**config.mk**
```make
export PLATFORM = sky130hd
export DESIGN_NAME = lsu_arbiter
export DESIGN_NICKNAME = d
export VERILOG_FILES = /design/src/rtl/lsu_arb_pkg.sv /design/src/rtl/lsu_addr_check.sv /design/src/rtl/lsu_arbiter.sv
export SDC_FILE = /design/constraint.sdc
export NUM_CORES = 1
export LEC_CHECK = 0
export ABC_AREA = 1
export CAP_MARGIN = 30
export CORE_UTILIZATION = 36
export DETAILED_ROUTE_END_ITERATION = 10
export PLACE_DENSITY = 0.76
export SYNTH_ARGS = -nofsm -noshare
export SYNTH_HDL_FRONTEND = slang
export SYNTH_SLANG_ARGS = --single-unit
```
**constraint.sdc**
```tcl
create_clock -name i_clk -period 1.7 [get_ports i_clk]
set_input_delay 0.255 -clock i_clk [delete_from_list [all_inputs] [get_ports i_clk]]
set_output_delay 0.255 -clock i_clk [all_outputs]
set_load 0.02 [all_outputs]
```
**src/rtl/lsu_arb_pkg.sv**
```systemverilog
// Shared types and address-map constants for the LSU arbiter.
//   state_e    : arbiter sequencing states
//   cmd_ctl_t  : control fields of the registered command
//   *_BASE/*_LIMIT : inclusive byte ranges of the decoded memory/IO map
package lsu_arb_pkg;

  typedef enum logic [1:0] {
    IDLE = 2'd0,
    BUSY = 2'd1,
    RESP = 2'd2
  } state_e;

  // Owner encoding: 0 = m0 (core datapath), 1 = m1 (debug/loader).
  localparam logic OWNER_M0 = 1'b0;
  localparam logic OWNER_M1 = 1'b1;

  typedef struct packed {
    logic owner;
    logic wren;
    logic legal;
  } cmd_ctl_t;

  // Data memory, read/write.
  localparam logic [31:0] DMEM_BASE    = 32'h0000_2000;
  localparam logic [31:0] DMEM_LIMIT   = 32'h0000_3FFF;
  // Output peripherals (LEDR, LEDG, HEX, LCD), read/write.
  localparam logic [31:0] OUT_IO_BASE  = 32'h0000_7000;
  localparam logic [31:0] OUT_IO_LIMIT = 32'h0000_703F;
  // Input peripherals (SW, BTN), read only.
  localparam logic [31:0] IN_IO_BASE   = 32'h0000_7800;
  localparam logic [31:0] IN_IO_LIMIT  = 32'h0000_781F;

endpackage

```
**src/rtl/lsu_addr_check.sv**
```systemverilog
// Combinational legality check of one access against the memory/IO map.
//   i_addr    : byte address of the access
//   i_wren    : 1 = store, 0 = load
//   o_legal_c : 1 when the access may be forwarded to the LSU
module lsu_addr_check
  import lsu_arb_pkg::*;
#(
  parameter int unsigned ADDR_W = 32
) (
  input  logic [ADDR_W-1:0] i_addr,
  input  logic              i_wren,
  output logic              o_legal_c
);

  localparam logic [ADDR_W-1:0] DMEM_LO   = ADDR_W'(DMEM_BASE);
  localparam logic [ADDR_W-1:0] DMEM_HI   = ADDR_W'(DMEM_LIMIT);
  localparam logic [ADDR_W-1:0] OUT_IO_LO = ADDR_W'(OUT_IO_BASE);
  localparam logic [ADDR_W-1:0] OUT_IO_HI = ADDR_W'(OUT_IO_LIMIT);
  localparam logic [ADDR_W-1:0] IN_IO_LO  = ADDR_W'(IN_IO_BASE);
  localparam logic [ADDR_W-1:0] IN_IO_HI  = ADDR_W'(IN_IO_LIMIT);

  logic in_dmem_c;
  logic in_out_io_c;
  logic in_in_io_c;

  assign in_dmem_c   = (i_addr >= DMEM_LO)   && (i_addr <= DMEM_HI);
  assign in_out_io_c = (i_addr >= OUT_IO_LO) && (i_addr <= OUT_IO_HI);
  assign in_in_io_c  = (i_addr >= IN_IO_LO)  && (i_addr <= IN_IO_HI);

  // Input peripherals are read-only: a store there is rejected.
  assign o_legal_c = in_dmem_c | in_out_io_c | (in_in_io_c & ~i_wren);

endmodule

```
**src/rtl/lsu_arbiter.sv**
```systemverilog
// Two-requester round-robin arbiter and sequencer in front of the shared LSU.
// One command at a time: IDLE (arbitrate, register) -> BUSY (drive LSU for one
// cycle) -> RESP (one-cycle ack/err to the owner) -> IDLE.
//   i_clk, i_rst_n                 : clock, async active-low reset
//   i_m{0,1}_req/wren/addr/wdata   : requester command, req held until ack
//   o_m{0,1}_ack/err/rdata         : completion pulse, reject flag, load data
//   o_lsu_wren/addr/st_data        : LSU command, non-zero only during BUSY
//   i_ld_data                      : LSU combinational read data
module lsu_arbiter
  import lsu_arb_pkg::*;
#(
  parameter int unsigned ADDR_W = 32,
  parameter int unsigned DATA_W = 32
) (
  input  logic              i_clk,
  input  logic              i_rst_n,

  input  logic              i_m0_req,
  input  logic              i_m0_wren,
  input  logic [ADDR_W-1:0] i_m0_addr,
  input  logic [DATA_W-1:0] i_m0_wdata,
  output logic              o_m0_ack,
  output logic              o_m0_err,
  output logic [DATA_W-1:0] o_m0_rdata,

  input  logic              i_m1_req,
  input  logic              i_m1_wren,
  input  logic [ADDR_W-1:0] i_m1_addr,
  input  logic [DATA_W-1:0] i_m1_wdata,
  output logic              o_m1_ack,
  output logic              o_m1_err,
  output logic [DATA_W-1:0] o_m1_rdata,

  output logic              o_lsu_wren,
  output logic [ADDR_W-1:0] o_lsu_addr,
  output logic [DATA_W-1:0] o_lsu_st_data,
  input  logic [DATA_W-1:0] i_ld_data
);

  state_e            state_q, state_d;
  logic              last_m1_q, last_m1_d;
  cmd_ctl_t          cmd_q, cmd_d;

  logic              lsu_wren_q, lsu_wren_d;
  logic [ADDR_W-1:0] lsu_addr_q, lsu_addr_d;
  logic [DATA_W-1:0] lsu_st_data_q, lsu_st_data_d;

  logic              m0_ack_q, m0_ack_d;
  logic              m0_err_q, m0_err_d;
  logic [DATA_W-1:0] m0_rdata_q, m0_rdata_d;
  logic              m1_ack_q, m1_ack_d;
  logic              m1_err_q, m1_err_d;
  logic [DATA_W-1:0] m1_rdata_q, m1_rdata_d;

  logic              any_req_c;
  logic              grant_m1_c;
  logic              sel_wren_c;
  logic [ADDR_W-1:0] sel_addr_c;
  logic [DATA_W-1:0] sel_wdata_c;
  logic              sel_legal_c;
  logic [DATA_W-1:0] ld_result_c;

  // Round-robin: on contention the requester not granted last time wins.
  assign any_req_c  = i_m0_req | i_m1_req;
  assign grant_m1_c = i_m1_req & (~i_m0_req | ~last_m1_q);

  assign sel_wren_c  = grant_m1_c ? i_m1_wren  : i_m0_wren;
  assign sel_addr_c  = grant_m1_c ? i_m1_addr  : i_m0_addr;
  assign sel_wdata_c = grant_m1_c ? i_m1_wdata : i_m0_wdata;

  lsu_addr_check #(
    .ADDR_W (ADDR_W)
  ) u_addr_check (
    .i_addr    (sel_addr_c),
    .i_wren    (sel_wren_c),
    .o_legal_c (sel_legal_c)
  );

  // Stores and rejected accesses return zero data.
  assign ld_result_c = (~cmd_q.wren & cmd_q.legal) ? i_ld_data : '0;

  // Next-state, command capture and response generation.
  always_comb begin
    state_d       = state_q;
    last_m1_d     = last_m1_q;
    cmd_d         = cmd_q;
    lsu_wren_d    = 1'b0;
    lsu_addr_d    = '0;
    lsu_st_data_d = '0;
    m0_ack_d      = 1'b0;
    m0_err_d      = 1'b0;
    m0_rdata_d    = m0_rdata_q;
    m1_ack_d      = 1'b0;
    m1_err_d      = 1'b0;
    m1_rdata_d    = m1_rdata_q;

    unique case (state_q)
      IDLE: begin
        if (any_req_c) begin
          state_d       = BUSY;
          last_m1_d     = grant_m1_c;
          cmd_d.owner   = grant_m1_c ? OWNER_M1 : OWNER_M0;
          cmd_d.wren    = sel_wren_c;
          cmd_d.legal   = sel_legal_c;
          // LSU outputs are loaded here so they are valid for the whole BUSY cycle.
          lsu_wren_d    = sel_wren_c & sel_legal_c;
          lsu_addr_d    = sel_addr_c;
          lsu_st_data_d = sel_wdata_c;
        end
      end

      BUSY: begin
        state_d = RESP;
        if (cmd_q.owner == OWNER_M1) begin
          m1_ack_d   = 1'b1;
          m1_err_d   = ~cmd_q.legal;
          m1_rdata_d = ld_result_c;
        end else begin
          m0_ack_d   = 1'b1;
          m0_err_d   = ~cmd_q.legal;
          m0_rdata_d = ld_result_c;
        end
      end

      RESP: begin
        state_d = IDLE;
      end

      default: begin
        state_d = IDLE;
      end
    endcase
  end

  // State and output registers; reset aborts any in-flight command silently.
  always_ff @(posedge i_clk or negedge i_rst_n) begin
    if (!i_rst_n) begin
      state_q       <= IDLE;
      last_m1_q     <= 1'b1;
      cmd_q         <= '0;
      lsu_wren_q    <= 1'b0;
      lsu_addr_q    <= '0;
      lsu_st_data_q <= '0;
      m0_ack_q      <= 1'b0;
      m0_err_q      <= 1'b0;
      m0_rdata_q    <= '0;
      m1_ack_q      <= 1'b0;
      m1_err_q      <= 1'b0;
      m1_rdata_q    <= '0;
    end else begin
      state_q       <= state_d;
      last_m1_q     <= last_m1_d;
      cmd_q         <= cmd_d;
      lsu_wren_q    <= lsu_wren_d;
      lsu_addr_q    <= lsu_addr_d;
      lsu_st_data_q <= lsu_st_data_d;
      m0_ack_q      <= m0_ack_d;
      m0_err_q      <= m0_err_d;
      m0_rdata_q    <= m0_rdata_d;
      m1_ack_q      <= m1_ack_d;
      m1_err_q      <= m1_err_d;
      m1_rdata_q    <= m1_rdata_d;
    end
  end

  assign o_lsu_wren    = lsu_wren_q;
  assign o_lsu_addr    = lsu_addr_q;
  assign o_lsu_st_data = lsu_st_data_q;
  assign o_m0_ack      = m0_ack_q;
  assign o_m0_err      = m0_err_q;
  assign o_m0_rdata    = m0_rdata_q;
  assign o_m1_ack      = m1_ack_q;
  assign o_m1_err      = m1_err_q;
  assign o_m1_rdata    = m1_rdata_q;

endmodule

```
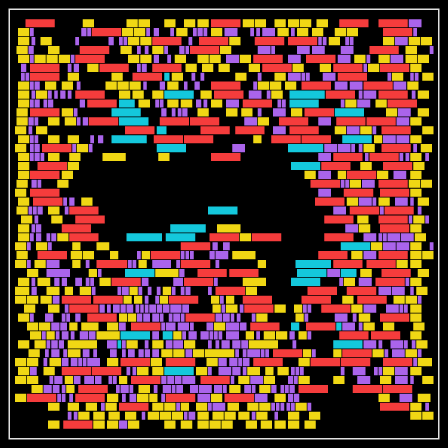
(placement by cell class)
| color | class | cells | share of their area |
|---|---|---|---|
| cyan | clock drivers and dummy loads | 31 | 6.6% |
| red | flops | 139 | 34% |
| purple | combinational and other logic | 442 | 25% |
| yellow | other buffers and delay cells | 350 | 35% |

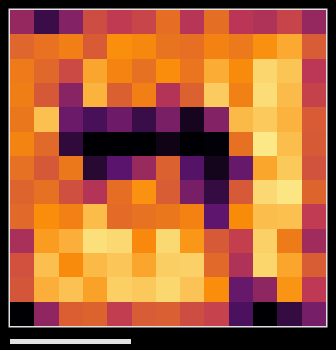
(cell area per tile)
The bar under the picture is 50 µm long. The die is cut into 13 by 13 equal tiles; black is low, pale yellow is high, 0 to 100% covered.
densest ninth of the die: bottom center
emptiest ninth of the die: center
nearly empty tiles: 4.1%
tiles over 75% full: 30%
mean over tiles: 60%

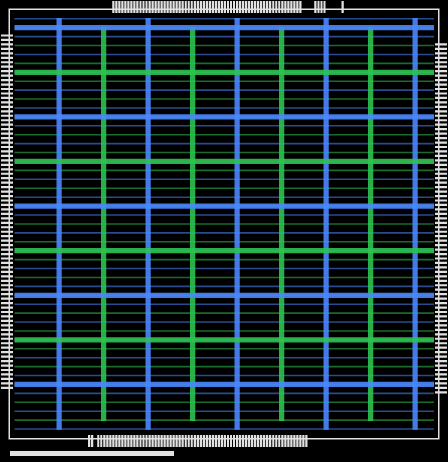
(power grid)
The bar under the picture is 50 µm long. Pins as bars on the die edge.
| color | net |
|---|---|
| blue | VSS |
| green | VDD |
rows: 46
met5 straps: 9
met1 rails: 47
signal pins: 299
met4 straps: 9

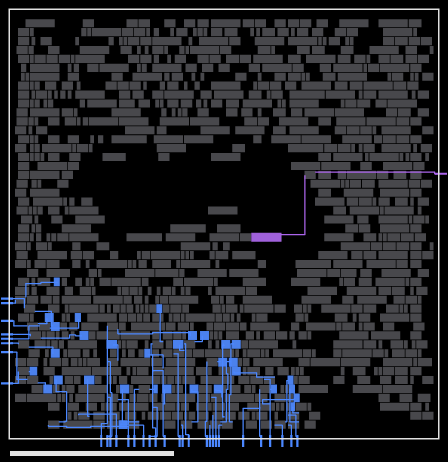
(port wiring)
The bar under the picture is 50 µm long.
| color | port | bits | direction | edge | end cells | buffers | wire |
|---|---|---|---|---|---|---|---|
| purple | o_m0_err | 1 | output | right | 1 | 1 | 62.9 µm |
| blue | i_m1_addr | 32 | input | 24 bottom, 8 left | 32 | 32 | 788 µm |

==> results_slide.txt <==
Key Metrics from the Run

Floorplanning
  – Chip Area: 17030 µm²
  – Core region area: 16000 µm²
  – Initial core utilization: 37.16%
  – Well Taps: 216

Detailed routing
  – Met2 wire length: 9.242 mm
  – Routed length per placed instance: 15.24 µm
  – ANT nets after route: 0
  – M1 WL: 6.940 mm
  – Number of optimization iterations in the first detailed-route pass: 4

Finish
  – Area of all sequential standard cells: 3480 µm²
  – Most instantiated logic cell after routing: clkdlybuf4s50_1
  – #MultiIn Comb: 373
  – Layout net count: 1116
  – Top library cells by usage in the layout, fill and taps aside: clkdlybuf4s50_1 (295), dfrtp_1 (138), nor2_1 (130)
  – Finished Core Util: 65.64%
  – Signal buffers share of area: 33.67%
  – Multi-input gate share of total cell area: 21.77%
  – Layout clock buffers: 20

Synthesis
  – Area fraction in full adders, half adders and majority gates: 0%
  – Number of warning messages in the yosys log: 0
  – Top cells by area in the synthesized netlist: dfrtp_1 (58%), mux2_2 (12%), nor2_1 (8.7%)
  – Synth flops: 139
  – Yosys top cell by area: dfrtp_1
  – Number of cells produced by synthesis: 613
  – Avg Cell Area, Syn: 9.699 µm²
  – Netlist cell types: 21
  – Synthesized cell area: 5946 µm²

GRT
  – Initial antenna violation count: 0
  – Total GRT Usage: 20.45%
  – Total congestion overflow after global routing: 0
  – Pin count of the biggest net entering global routing: 50

Final timing
  – Setup WS post-layout: -0.03702 ns
  – Worst Skew: 0.009037 ns
  – Final setup vio count: 2
  – Worst Max-Slew Pin Slew: 0.5027 ns

Clock network
  – Number of levels the H-tree was split into: 4
  – PostCTS Resize Cnt: 4
  – Setup repair bufs after CTS: 0
  – Clock tree from TritonCTS: yes

Placement
  – Number of instances in the placed design: 1137
  – RePlAce Congestion: 0.8148

Run
  – Maxcap violations: 0

Power and ir drop
  – Clock share of power: 25.6%

Critical path
  – Worst setup path endpoint: cmd_q[0]
  – Data required time at the worst endpoint: 2.04 ns
  – Count of buffer and inverter cells on the critical path: 1
  – Largest fanout on the critical path: 7

Outcome
  – Failing checks: setup timing
  – Result of the run: finished, violations left
Power figures rest on the tool's default switching activity, not on a simulated workload.
